### Metal 1, run 1

Supply wires on this layer in gray.
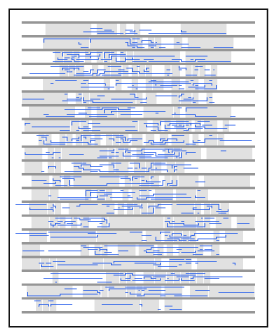
### Placement by cell class, run 1

The bar under the picture is 20 um long.
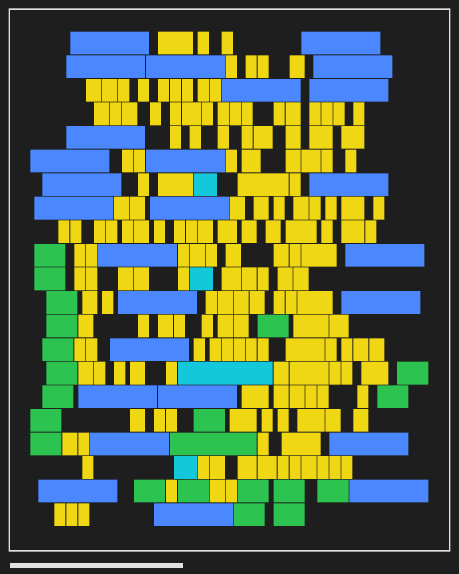
### Cells by drive strength, run 1

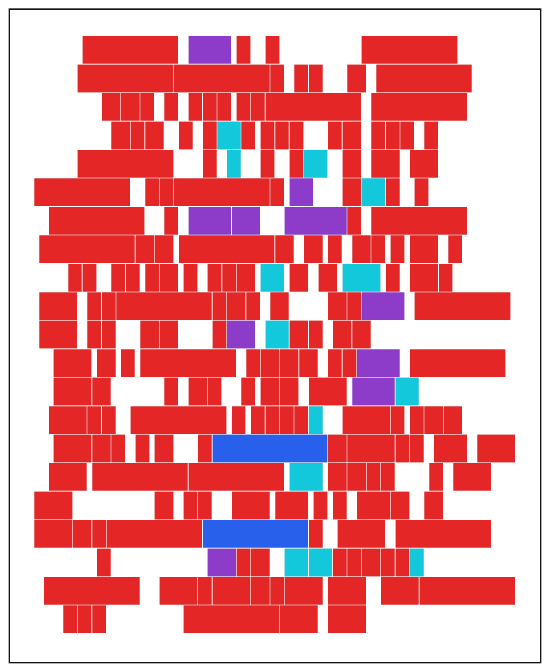
### config.mk
export PLATFORM = sky130hd
export DESIGN_NAME = flags_save_stack_flat
export DESIGN_NICKNAME = d
export VERILOG_FILES = /design/src/rtl/flags_save_stack_pkg.sv /design/src/rtl/flags_save_stack_if.sv /design/src/rtl/flags_save_stack.sv /design/src/flat_wrapper.sv
export SDC_FILE = /design/constraint.sdc
export NUM_CORES = 1
export LEC_CHECK = 0
export ABC_AREA = 1
export CAP_MARGIN = 40
export CORE_ASPECT_RATIO = 1.25
export CORE_MARGIN = 2
export CORE_UTILIZATION = 56
export CTS_CLUSTER_DIAMETER = 150
export DETAILED_ROUTE_END_ITERATION = 8
export PLACE_DENSITY_LB_ADDON = 0.15
export SLEW_MARGIN = 20
export SYNTH_ARGS = -nofsm -noshare
export SYNTH_HDL_FRONTEND = slang
export SYNTH_SLANG_ARGS = --single-unit
### constraint.sdc
create_clock -name clk -period 5 [get_ports clk]
set_input_delay 1 -clock clk [delete_from_list [all_inputs] [get_ports clk]]
set_output_delay 1 -clock clk [all_outputs]
set_load 0.01 [all_outputs]
### src/rtl/flags_save_stack_pkg.sv
// Shared CPU definitions for the condition-code register and its
// interrupt save stack.
package flags_save_stack_pkg;
   localparam int FLAGS_W       = 4;
   localparam int FLAG_Z        = 0;
   localparam int FLAG_N        = 1;
   localparam int FLAG_C        = 2;
   localparam int FLAG_V        = 3;
   localparam int DEFAULT_DEPTH = 4;
endpackage

### src/rtl/flags_save_stack_if.sv
// Bundle between the interrupt sequencer / flags register (master) and the
// CCR save stack (slave).
interface flags_save_stack_if
   #(parameter int DEPTH = flags_save_stack_pkg::DEFAULT_DEPTH,
     parameter int CNT_W = $clog2(DEPTH + 1));
   import flags_save_stack_pkg::*;

   logic               push;
   logic [FLAGS_W-1:0] flags_in;
   logic               pop;
   logic               clr_err;
   logic               restore_flags;
   logic [FLAGS_W-1:0] restore_flags_value;
   logic [CNT_W-1:0]   count;
   logic               empty;
   logic               full;
   logic               overflow_err;
   logic               underflow_err;

   modport master (
      output push, flags_in, pop, clr_err,
      input  restore_flags, restore_flags_value, count, empty, full,
             overflow_err, underflow_err
   );

   modport slave (
      input  push, flags_in, pop, clr_err,
      output restore_flags, restore_flags_value, count, empty, full,
             overflow_err, underflow_err
   );
endinterface

### src/rtl/flags_save_stack.sv
// LIFO of condition-code values saved on interrupt entry and restored on
// return, with a registered one-cycle restore strobe and sticky error flags.
module flags_save_stack
   import flags_save_stack_pkg::*;
   #(parameter int DEPTH = DEFAULT_DEPTH,
     parameter int CNT_W = $clog2(DEPTH + 1))
   (
      input logic              clk,
      input logic              rst,
      flags_save_stack_if.slave bus
   );

   localparam int IDX_W = $clog2(DEPTH);

   logic [FLAGS_W-1:0] entries_r [DEPTH];
   logic [CNT_W-1:0]   count_r;
   logic               restore_r;
   logic [FLAGS_W-1:0] value_r;
   logic               ovf_r;
   logic               unf_r;

   logic               empty_s;
   logic               full_s;
   logic [IDX_W-1:0]   top_idx_s;
   logic [FLAGS_W-1:0] push_data_s;
   logic [CNT_W-1:0]   count_n_s;
   logic               restore_n_s;
   logic [FLAGS_W-1:0] value_n_s;
   logic               wr_en_s;
   logic [IDX_W-1:0]   wr_idx_s;
   logic               ovf_set_s;
   logic               unf_set_s;

   assign empty_s = (count_r == {CNT_W{1'b0}});
   assign full_s  = (count_r == CNT_W'(DEPTH));

   // Next-state decode of the push/pop combinations against the pre-edge count.
   always_comb begin
      count_n_s   = count_r;
      restore_n_s = 1'b0;
      value_n_s   = value_r;
      wr_en_s     = 1'b0;
      wr_idx_s    = {IDX_W{1'b0}};
      ovf_set_s   = 1'b0;
      unf_set_s   = 1'b0;
      // The flags register takes a restore on the same edge as a save, so
      // forward the value being restored rather than the stale CCR.
      if (restore_r) begin
         push_data_s = value_r;
      end else begin
         push_data_s = bus.flags_in;
      end
      if (empty_s) begin
         top_idx_s = {IDX_W{1'b0}};
      end else begin
         top_idx_s = IDX_W'(count_r - CNT_W'(1));
      end

      case ({bus.push, bus.pop})
         2'b10: begin
            if (full_s) begin
               ovf_set_s = 1'b1;
            end else begin
               wr_en_s   = 1'b1;
               wr_idx_s  = IDX_W'(count_r);
               count_n_s = count_r + CNT_W'(1);
            end
         end
         2'b01: begin
            if (empty_s) begin
               unf_set_s = 1'b1;
            end else begin
               restore_n_s = 1'b1;
               value_n_s   = entries_r[top_idx_s];
               count_n_s   = count_r - CNT_W'(1);
            end
         end
         2'b11: begin
            restore_n_s = 1'b1;
            if (empty_s) begin
               value_n_s = push_data_s;
            end else begin
               value_n_s = entries_r[top_idx_s];
               wr_en_s   = 1'b1;
               wr_idx_s  = top_idx_s;
            end
         end
         default: begin
            restore_n_s = 1'b0;
         end
      endcase
   end

   // State registers: storage, occupancy, restore strobe/value and sticky errors.
   always_ff @(posedge clk or posedge rst) begin
      if (rst) begin
         for (int i = 0; i < DEPTH; i++) begin
            entries_r[i] <= {FLAGS_W{1'b0}};
         end
         count_r   <= {CNT_W{1'b0}};
         restore_r <= 1'b0;
         value_r   <= {FLAGS_W{1'b0}};
         ovf_r     <= 1'b0;
         unf_r     <= 1'b0;
      end else begin
         if (wr_en_s) begin
            entries_r[wr_idx_s] <= push_data_s;
         end
         count_r   <= count_n_s;
         restore_r <= restore_n_s;
         value_r   <= value_n_s;
         ovf_r     <= ovf_set_s | (ovf_r & ~bus.clr_err);
         unf_r     <= unf_set_s | (unf_r & ~bus.clr_err);
      end
   end

   assign bus.restore_flags       = restore_r;
   assign bus.restore_flags_value = value_r;
   assign bus.count               = count_r;
   assign bus.empty               = empty_s;
   assign bus.full                = full_s;
   assign bus.overflow_err        = ovf_r;
   assign bus.underflow_err       = unf_r;

endmodule
### src/flat_wrapper.sv
// flat-port wrapper written by rule: the top's interface ports become plain ports
module flags_save_stack_flat import flags_save_stack_pkg::*;
#(parameter int DEPTH = DEFAULT_DEPTH,
     parameter int CNT_W = $clog2(DEPTH + 1))
  (clk, rst, bus_push, bus_flags_in, bus_pop, bus_clr_err, bus_restore_flags, bus_restore_flags_value, bus_count, bus_empty, bus_full, bus_overflow_err, bus_underflow_err);
  flags_save_stack_if #(.DEPTH(DEPTH), .CNT_W(CNT_W)) bus_i ();
  input logic clk;
  input logic rst;
  input wire logic [$bits(bus_i.push)-1:0] bus_push;
  input wire logic [$bits(bus_i.flags_in)-1:0] bus_flags_in;
  input wire logic [$bits(bus_i.pop)-1:0] bus_pop;
  input wire logic [$bits(bus_i.clr_err)-1:0] bus_clr_err;
  output wire logic [$bits(bus_i.restore_flags)-1:0] bus_restore_flags;
  output wire logic [$bits(bus_i.restore_flags_value)-1:0] bus_restore_flags_value;
  output wire logic [$bits(bus_i.count)-1:0] bus_count;
  output wire logic [$bits(bus_i.empty)-1:0] bus_empty;
  output wire logic [$bits(bus_i.full)-1:0] bus_full;
  output wire logic [$bits(bus_i.overflow_err)-1:0] bus_overflow_err;
  output wire logic [$bits(bus_i.underflow_err)-1:0] bus_underflow_err;
  assign bus_i.push = bus_push;
  assign bus_i.flags_in = bus_flags_in;
  assign bus_i.pop = bus_pop;
  assign bus_i.clr_err = bus_clr_err;
  assign bus_restore_flags = bus_i.restore_flags;
  assign bus_restore_flags_value = bus_i.restore_flags_value;
  assign bus_count = bus_i.count;
  assign bus_empty = bus_i.empty;
  assign bus_full = bus_i.full;
  assign bus_overflow_err = bus_i.overflow_err;
  assign bus_underflow_err = bus_i.underflow_err;
  flags_save_stack #(.DEPTH(DEPTH), .CNT_W(CNT_W)) u_core (.clk(clk), .rst(rst), .bus(bus_i));
endmodule
==> GITHUB_STEP_SUMMARY, run 1 <==
## Implementation flow summary

| Metric | Value |
|---|---|
| Comb area leader | `simple AND/OR/NAND/NOR gates` |
| Top power group | `combinational logic` |
| Vias in the first global route | `1384` |
| Pins Over Slew Limit | `0` |
| CTS H-tree depth | `1` |
| Layout Cells excl Fill | `260` |
| Final Skew | `0.003819 ns` |
| Syn. warnings | `0` |
| Detail Route Antenna Nets | `0` |
| YS chip area | `1523 um^2` |
| WHS Path Cells | `2` |
| Area leader share | `approximately 43%` |
| Hold/Removal Path Class | `register to register` |
| CP max stage delay | `0.55 ns` |
| WL met3 | `128 um` |
| Arrival time of the worst setup path | `approximately 2.3 ns` |
| Post_cts resized | `0` |
| Peak supply drop | `approximately 320 uV` |
| Layout overhead on the synthesized area | `20.13%` |
| R2R cell count | `9` |
| Final Instance Area | `1829 um^2` |
| Post-DP Area | `1777 um^2` |
| Hold path endpoint | `u_core.entries_r[11]` |
| RD Place Congestion | `0.9205` |
| GR Util met1 | `roughly 29%` |
| Highest routed layer | `met4` |
| CP Capture Type | `output pin` |
| Commonest cells after routing, fill and taps aside | `nand2_1 (60), inv_1 (32), dfrtp_1 (26), nand3_1 (24), clkdlybuf4s50_1 (20)` |
| Leading cell kind | `multi-input combinational cells` |
| Worst Path Required | `4.00 ns` |
| Place WS | `2.083 ns` |
| Die X | `50.64 um` |
| Crit path launch type | `register` |
| DPL Wire Length | `about 2700 um` |
| Final core utilization | `69.62%` |
| Most common cell in the netlist | `nand2_1` |
| Via count | `1351` |
| Combinational share of power | `53.9%` |
| GRT Total Usage | `between 20 and 25%` |
| Post-Syn Nets | `about 220` |
| Core box area | `2628 um^2` |
| Post-CTS Setup Bufs | `0` |
| Met2 Track Usage GR | `40.79%` |
| Most used cell, CP | `inv_1` |
| DRC viols | `0` |
| XOR Share, Synth | `1.726%` |
| Final Setup Violations | `0` |
| Outcome | `completed` |
| Clock root buffer master | `clkbuf_4` |
| Register bank with the most flops | `u_core.entries_r` |
| Pint | `0.0006317 W` |
| Initial antenna violation count | `0` |
| Logic share of the area | `39.26%` |
| First-pass GRT wire length | `5858 um` |
| Tool warning count | `28` |
| # Taps | `34` |
| Final Cycle Share | `66.09%` |
| Pin count of the biggest net entering global routing | `21` |
| Min Tclk post-route | `3.305 ns` |
| Clock sink count | `26` |
| Synth Instances | `203` |
| CP Cell Sequence | `inv_1 -> ha_1 -> nand2_4 -> inv_1 -> clkdlybuf4s50_1` |
| Total power | `0.001125 W` |
| Top cells by area | `dfrtp_1 (43%), nand2_1 (15%), nand3_1 (7.9%)` |
| Non-clock buffers | `21` |
| Reg2reg start | `u_core.bus.count[0]` |
| Inverter count | `36` |
| Post-synth EDFFs | `0` |
| Worst Path Buf+Inv | `3` |
| Hold Startpoint | `u_core.entries_r[11]` |
| Worst Setup SP | `u_core.bus.count[0]` |
| CTS buffer count | `3` |
| Routed WL | `3369 um` |
| Post-Syn Area per Cell | `7.501 um^2` |
| Clock buf/inv share | `approximately 2.9%` |
| Cell area power density | `just over 600 nW/um^2` |
| Late-Pin Clk Latency | `0.33 ns` |
| Crit Path Max Fanout | `12` |
| Class of the most critical setup path | `register to output pin` |
| Async SR Flop Fraction | `100.0%` |
| Nets | `roughly 240` |
| Bufs on Longest Clock Path | `2` |
| Total stage count of the critical path | `5` |
| Psw | `about 0.0005 W` |
| Post-synth cell types | `22` |
| Ao+oa area frac | `11.18%` |
| Commonest cells in the netlist | `nand2_1 (60), inv_1 (32), dfrtp_1 (26), nand3_1 (24), o21ai_0 (15)` |
| Logic Gate Count | `139` |
Notes on 'Metal 1' above:
nets with wire on the layer: 218
wire length on this layer: 1410 um
share of all routed wire: 42%
main direction: horizontal
longest straight run: 20.2 um

Notes on 'Placement by cell class' above:
legend:
  cyan:
    class: clock drivers and dummy loads
    cells: 4
    share_of_their_area: 2.9%
  blue:
    class: sequential cells
    cells: 26
    share_of_their_area: 36%
  yellow:
    class: combinational and other logic
    cells: 175
    share_of_their_area: 48%
  green:
    class: remaining buffers and delay cells
    cells: 21
    share_of_their_area: 13%

Notes on 'Cells by drive strength' above:
legend:
  blue:
    size: _6 and larger
    cells: 2
    share: 0.88%
  cyan:
    size: _2 cells
    cells: 13
    share: 5.8%
  purple:
    size: _3 and _4 cells
    cells: 10
    share: 4.4%
    most_used: nand2_4
  red:
    size: _0 and _1 cells
    cells: 201
    share: 89%
    most_used: nand2_1

==> run 2: changes to the inputs <==
--- a/config.mk
+++ b/config.mk
@@ -9,7 +9,7 @@
 export CAP_MARGIN = 40
 export CORE_ASPECT_RATIO = 1.25
 export CORE_MARGIN = 2
-export CORE_UTILIZATION = 56
+export CORE_UTILIZATION = 54
 export CTS_CLUSTER_DIAMETER = 150
 export DETAILED_ROUTE_END_ITERATION = 8
 export PLACE_DENSITY_LB_ADDON = 0.15
==> constraint.sdc (replaced) <==
create_clock -name clk -period 3.05 [get_ports clk]
set_input_delay 0.61 -clock clk [delete_from_list [all_inputs] [get_ports clk]]
set_output_delay 0.61 -clock clk [all_outputs]
set_load 0.01 [all_outputs]
### Cells by drive strength, run 2

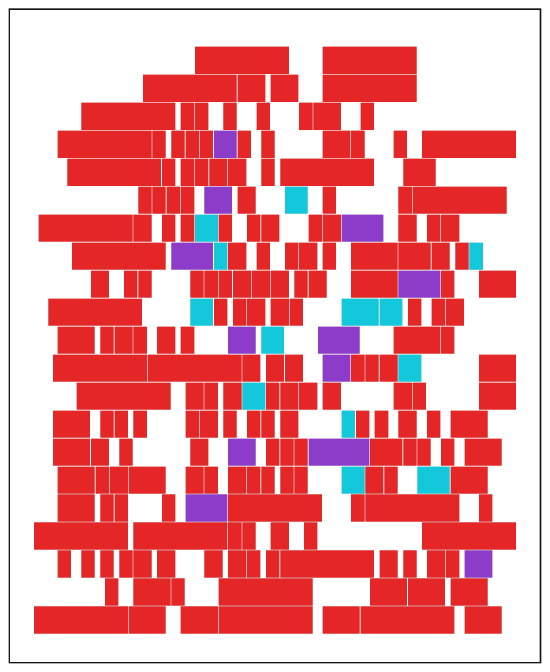
legend:
  cyan:
    size: _2 cells
    cells: 13
    share: 5.8%
  purple:
    size: _3 and _4 cells
    cells: 12
    share: 5.3%
    most_used: nand2_4
  red:
    size: _0 and _1 cells
    cells: 200
    share: 89%
    most_used: nand2_1

### Metal 1, run 2

Supply wires on this layer in gray.
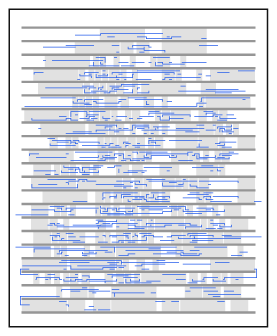
share of all routed wire: 45%
main direction: horizontal

### Clock wires, drivers and flops, run 2

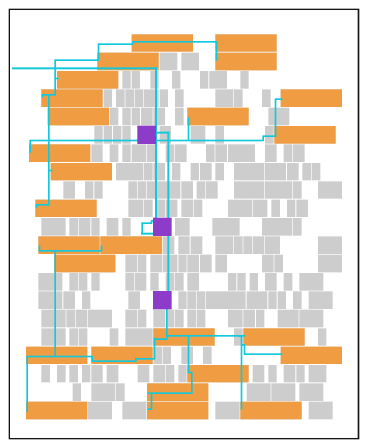
legend:
  orange:
    item: flip-flops
    count: 26
  purple:
    item: clock drivers
    count: 3
  cyan:
    item: clock wires
    length: 303 um
flops lie: spread over the die

==> run 2 against run 1 <==
- core utilization fell by 3.1 points
- worst hold slack got worse by 0.0039 ns
- cell count fell by 0.38%
- total power rose by 55%
- largest cell class unchanged
==> GITHUB_STEP_SUMMARY, run 2 <==
## Implementation flow summary

| Metric | Value |
|---|---|
| Outcome | `completed` |
| # Taps | `34 (unchanged)` |
| Worst Setup SP | `u_core.bus.count[0]` |
| CTS H-tree depth | `1 (unchanged)` |
| Clock buf/inv share | `1.263% (-1.6 points)` |
| Pint | `0.0009483 W (+50%)` |
| Post-Syn Area per Cell | `7.501 um^2 (unchanged)` |
| Detail Route Antenna Nets | `0 (unchanged)` |
| GRT Total Usage | `23.17% (-1.1 points)` |
| Most common cell in the netlist | `nand2_1` |
| Leading cell kind | `multi-input combinational cells` |
| Cell area power density | `974.8 nW/um^2 (+59%)` |
| Via count | `1325 (-1.9%)` |
| RD Place Congestion | `0.8385 (-8.9%)` |
| CP Cell Sequence | `clkinvlp_4 -> ha_1 -> nand2_4 -> inv_1 -> clkdlybuf4s50_1` |
| Routed WL | `3227 um (-4.2%)` |
| Post-Syn Nets | `215 (unchanged)` |
| Final Cycle Share | `94.67%` |
| Class of the most critical setup path | `register to output pin` |
| Min Tclk post-route | `2.887 ns` |
| WHS Path Cells | `2 (unchanged)` |
| Highest routed layer | `met4` |
| R2R cell count | `8 (-1)` |
| Synth Instances | `203 (unchanged)` |
| Reg2reg start | `u_core.bus.count[0]` |
| CTS buffer count | `3 (unchanged)` |
| Arrival time of the worst setup path | `2.28 ns (-0.02 ns)` |
| Clock root buffer master | `clkbuf_4` |
| Pins Over Slew Limit | `0 (unchanged)` |
| Combinational share of power | `56.8% (+2.9 points)` |
| Hold path endpoint | `u_core.entries_r[11]` |
| CP max stage delay | `0.55 ns (about the same)` |
| Post-synth cell types | `22 (unchanged)` |
| YS chip area | `1523 um^2 (unchanged)` |
| Hold/Removal Path Class | `register to register` |
| Total power | `0.001738 W (+55%)` |
| WL met3 | `73 um (-43%)` |
| Commonest cells after routing, fill and taps aside | `nand2_1 (60), inv_1 (31), dfrtp_1 (26), nand3_1 (24), clkdlybuf4s50_1 (20)` |
| Worst Path Buf+Inv | `3 (unchanged)` |
| Layout Cells excl Fill | `259 (-0.38%)` |
| Post-CTS Setup Bufs | `0 (unchanged)` |
| Final Instance Area | `1783 um^2 (-2.5%)` |
| Peak supply drop | `475.8 uV (+47%)` |
| Top power group | `combinational logic` |
| First-pass GRT wire length | `5727 um (-2.2%)` |
| Final core utilization | `66.53% (-3.1 points)` |
| Final Skew | `0.003720 ns (-0.00009920 ns)` |
| DPL Wire Length | `2494 um (-9.3%)` |
| Non-clock buffers | `21 (unchanged)` |
| GR Util met1 | `28.79% (-0.16 points)` |
| Core box area | `2680 um^2 (+2.0%)` |
| Clock sink count | `26 (unchanged)` |
| Tool warning count | `28 (unchanged)` |
| Async SR Flop Fraction | `100.0% (unchanged)` |
| DRC viols | `0 (unchanged)` |
| Met2 Track Usage GR | `40.38% (-0.40 points)` |
| Total stage count of the critical path | `5 (unchanged)` |
| Pin count of the biggest net entering global routing | `27 (+29%)` |
| Layout overhead on the synthesized area | `17.09%` |
| Worst Path Required | `2.44 ns (-1.56 ns)` |
| Post_cts resized | `0 (unchanged)` |
| Post-synth EDFFs | `0 (unchanged)` |
| Place WS | `0.5200 ns (-1.563 ns)` |
| Post-DP Area | `1757 um^2 (-1.1%)` |
| Final Setup Violations | `0 (unchanged)` |
| CP Capture Type | `output pin` |
| Late-Pin Clk Latency | `0.32 ns (about the same)` |
| Crit Path Max Fanout | `12 (unchanged)` |
| Initial antenna violation count | `0 (unchanged)` |
| Hold Startpoint | `u_core.entries_r[11]` |
| Nets | `239 (unchanged)` |
| Crit path launch type | `register` |
| Register bank with the most flops | `u_core.entries_r` |
| XOR Share, Synth | `1.726% (unchanged)` |
| Vias in the first global route | `1299 (-6.1%)` |
==> run 3: changes to the inputs <==
--- a/config.mk
+++ b/config.mk
@@ -6,13 +6,12 @@
 export NUM_CORES = 1
 export LEC_CHECK = 0
 export ABC_AREA = 1
-export CAP_MARGIN = 40
 export CORE_ASPECT_RATIO = 1.25
 export CORE_MARGIN = 2
 export CORE_UTILIZATION = 54
 export CTS_CLUSTER_DIAMETER = 150
 export DETAILED_ROUTE_END_ITERATION = 8
-export PLACE_DENSITY_LB_ADDON = 0.15
+export PLACE_DENSITY = 0.79
 export SLEW_MARGIN = 20
 export SYNTH_ARGS = -nofsm -noshare
 export SYNTH_HDL_FRONTEND = slang
### Metal 1, run 3

Supply wires on this layer in gray.
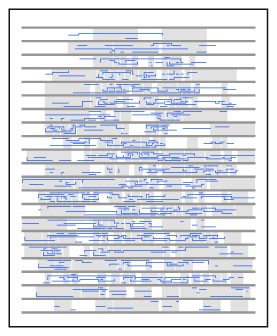
longest straight run: 18.4 um
main direction: horizontal

### Clock wires, drivers and flops, run 3

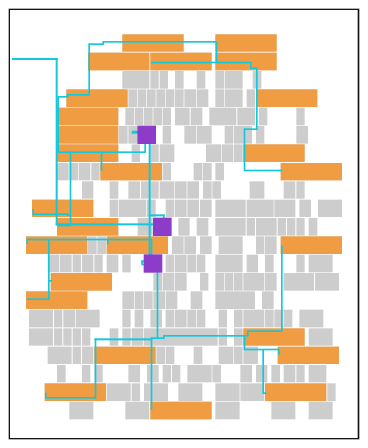
legend:
  orange:
    item: flip-flops
    count: 26
  purple:
    item: clock drivers
    count: 3
  cyan:
    item: clock wires
    length: 322 um
flops lie: spread over the die
routed clock nets: 4

### Placement by cell class, run 3

The bar under the picture is 20 um long.
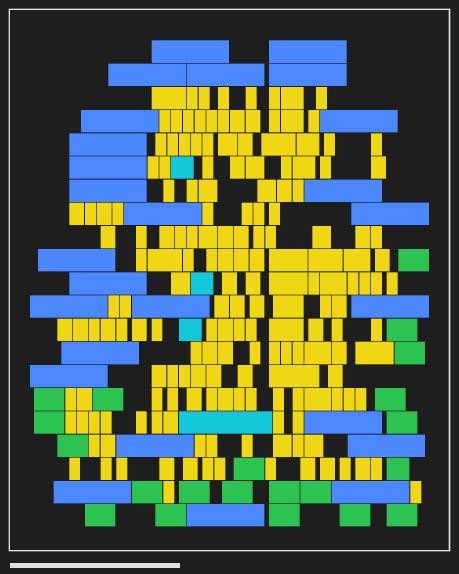
legend:
  blue:
    class: sequential cells
    cells: 26
    share_of_their_area: 37%
  yellow:
    class: combinational and other logic
    cells: 175
    share_of_their_area: 48%
  cyan:
    class: clock drivers and dummy loads
    cells: 4
    share_of_their_area: 3.0%
  green:
    class: remaining buffers and delay cells
    cells: 21
    share_of_their_area: 12%

==> run 3 against run 2 <==
- non-clock buffer count unchanged
- synthesized area unchanged
- clock skew increased by 0.0064 ns
- worst setup slack improved by 0.0060 ns
- sequential power decreased by 1%
- count of clock-buffer cells in the layout stayed put
- register-to-register slack improved by 0.13 ns
- worst hold slack worse by 0.0071 ns
==> GITHUB_STEP_SUMMARY, run 3 <==
## Implementation flow summary

| Metric | Value |
|---|---|
| Outcome | `completed` |
| Register bank with the most flops | `u_core.entries_r` |
| CP Capture Type | `output pin` |
| Die X | `between 50 and 60 um` |
| RD Place Congestion | `0.8272 (-1.3%)` |
| Clock sink count | `26 (unchanged)` |
| Post-CTS Setup Bufs | `0 (unchanged)` |
| Synth Instances | `203 (unchanged)` |
| Via count | `1338 (+0.98%)` |
| Grt total ovfl | `0` |
| Final Instance Area | `1809 um^2 (+1.5%)` |
| Hold Startpoint | `u_core.entries_r[10]` |
| Combinational share of power | `54.1% (-2.7 points)` |
| Crit path launch type | `register` |
| Post-synth EDFFs | `0 (unchanged)` |
| # fillers | `between 200 and 250` |
| FF+latch area | `650.6 um^2` |
| Reg2reg start | `u_core.bus.count[0]` |
| R2R Path End | `u_core.entries_r[7]` |
| Nets | `239 (unchanged)` |
| Core box area | `2680 um^2 (unchanged)` |
| Most used cell, CP | `inv_1` |
| First-pass GRT wire length | `5568 um (-2.8%)` |
| Cell type with the largest total area | `dfrtp_1` |
| CTS H-tree depth | `1 (unchanged)` |
| Final Setup Violations | `0 (unchanged)` |
| Hold/Removal Path Class | `register to register` |
| Routed WL | `3184 um (-1.3%)` |
| Highest routed layer | `met4` |
| Async SR Flop Fraction | `100.0% (unchanged)` |
| Cell area power density | `1011 nW/um^2 (+3.7%)` |
| Ant diodes | `0` |
| Logic share of the area | `between 30% and 40%` |
| Initial antenna violation count | `0 (unchanged)` |
| Class of the most critical setup path | `register to output pin` |
| Post_cts resized | `0 (unchanged)` |
| Area leader share | `about 43%` |
| CP endpoint | `bus_empty` |
| DRC viols | `0 (unchanged)` |
| Crit-path slowest cell | `clkdlybuf4s50_1` |
| Vias in the first global route | `1301 (+0.15%)` |
| Largest register FFs | `16` |
| Leakage power | `0.9560 nW` |
| Setup TNS | `0 ns` |
| Min Tclk post-route | `2.881 ns (-0.006049 ns)` |
| Total stage count of the critical path | `5 (unchanged)` |
| Worst Tran Pin Value | `about 0.60 ns` |
| Pin count of the biggest net entering global routing | `27 (unchanged)` |
| Peak supply drop | `555.0 uV (+17%)` |
| Detail Route Antenna Nets | `0 (unchanged)` |
| CP Cell Sequence | `inv_1 -> ha_1 -> nand2_4 -> inv_1 -> clkdlybuf4s50_1` |
| Crit Path Max Fanout | `12 (unchanged)` |
| Late-Pin Clk Latency | `0.33 ns (about the same)` |
| DIE AREA | `3263 um^2` |
| MaxCap Viol Count | `0` |
| Drt pass-1 iters | `4` |
| CTS buffer count | `3 (unchanged)` |
| Total power | `0.001829 W (+5.3%)` |
| Post-Syn Nets | `215 (unchanged)` |
| Slew HR | `around 59%` |
| Rows | `21` |
| Pint | `0.001033 W (+8.9%)` |
| Worst Path Required | `2.44 ns (about the same)` |
| Leading cell kind | `multi-input combinational cells` |
| Post-DP Area | `1757 um^2 (unchanged)` |
| Top power group | `combinational logic` |
| Layout Cells excl Fill | `260 (+0.39%)` |
| Post-Syn Area per Cell | `7.501 um^2 (unchanged)` |
| Layout overhead on the synthesized area | `18.82%` |
| Logic Gate Count | `139` |
| Non-clock buffers | `21 (unchanged)` |
| Most common cell in the netlist | `nand2_1` |
| Pins Over Slew Limit | `0 (unchanged)` |
| Final Skew | `0.01016 ns (+0.006441 ns)` |
| GR Util met1 | `27.26% (-1.5 points)` |
| Commonest cells after routing, fill and taps aside | `nand2_1 (60), inv_1 (32), dfrtp_1 (26), nand3_1 (24), clkdlybuf4s50_1 (20)` |
| Met2 Track Usage GR | `39.10% (-1.3 points)` |
| WHS Path Cells | `2 (unchanged)` |
| Fraction of layout cells with a size suffix above 1 | `11.06%` |
| Clock buf/inv share | `2.905% (+1.6 points)` |
| Post-synth cell types | `22 (unchanged)` |
| XOR Share, Synth | `1.726% (unchanged)` |
| Hold path endpoint | `u_core.entries_r[10]` |
| Place WS | `0.5634 ns (+0.04339 ns)` |
| Wire length on met2 | `1624 um` |
| # Taps | `34 (unchanged)` |
| RSZ-0062 raised after global routing | `no` |
| Worst Path Buf+Inv | `3 (unchanged)` |
| Delay-heaviest family, CP | `buffers and inverters` |
| Tool warning count | `28 (unchanged)` |
| Grt peak-use layer | `met2` |
| WL met3 | `108 um (+48%)` |
| Combinational power | `just under 0.001 W` |
| DPL Wire Length | `2495 um (about the same)` |
| GRT Total Usage | `22.48% (-0.69 points)` |
| Hold Vio Cnt, Final | `0` |
| Final core utilization | `67.51% (+0.98 points)` |
| YS chip area | `1523 um^2 (unchanged)` |
| Clock root buffer master | `clkbuf_4` |
| # port buffers | `20` |
| Final Cycle Share | `94.47% (-0.20 points)` |
| CP max stage delay | `0.56 ns (about the same)` |
| Worst Setup SP | `u_core.bus.count[0]` |
| R2R cell count | `9 (+1)` |
| Arrival time of the worst setup path | `2.27 ns (about the same)` |
Power is estimated from default activity; no workload was simulated.
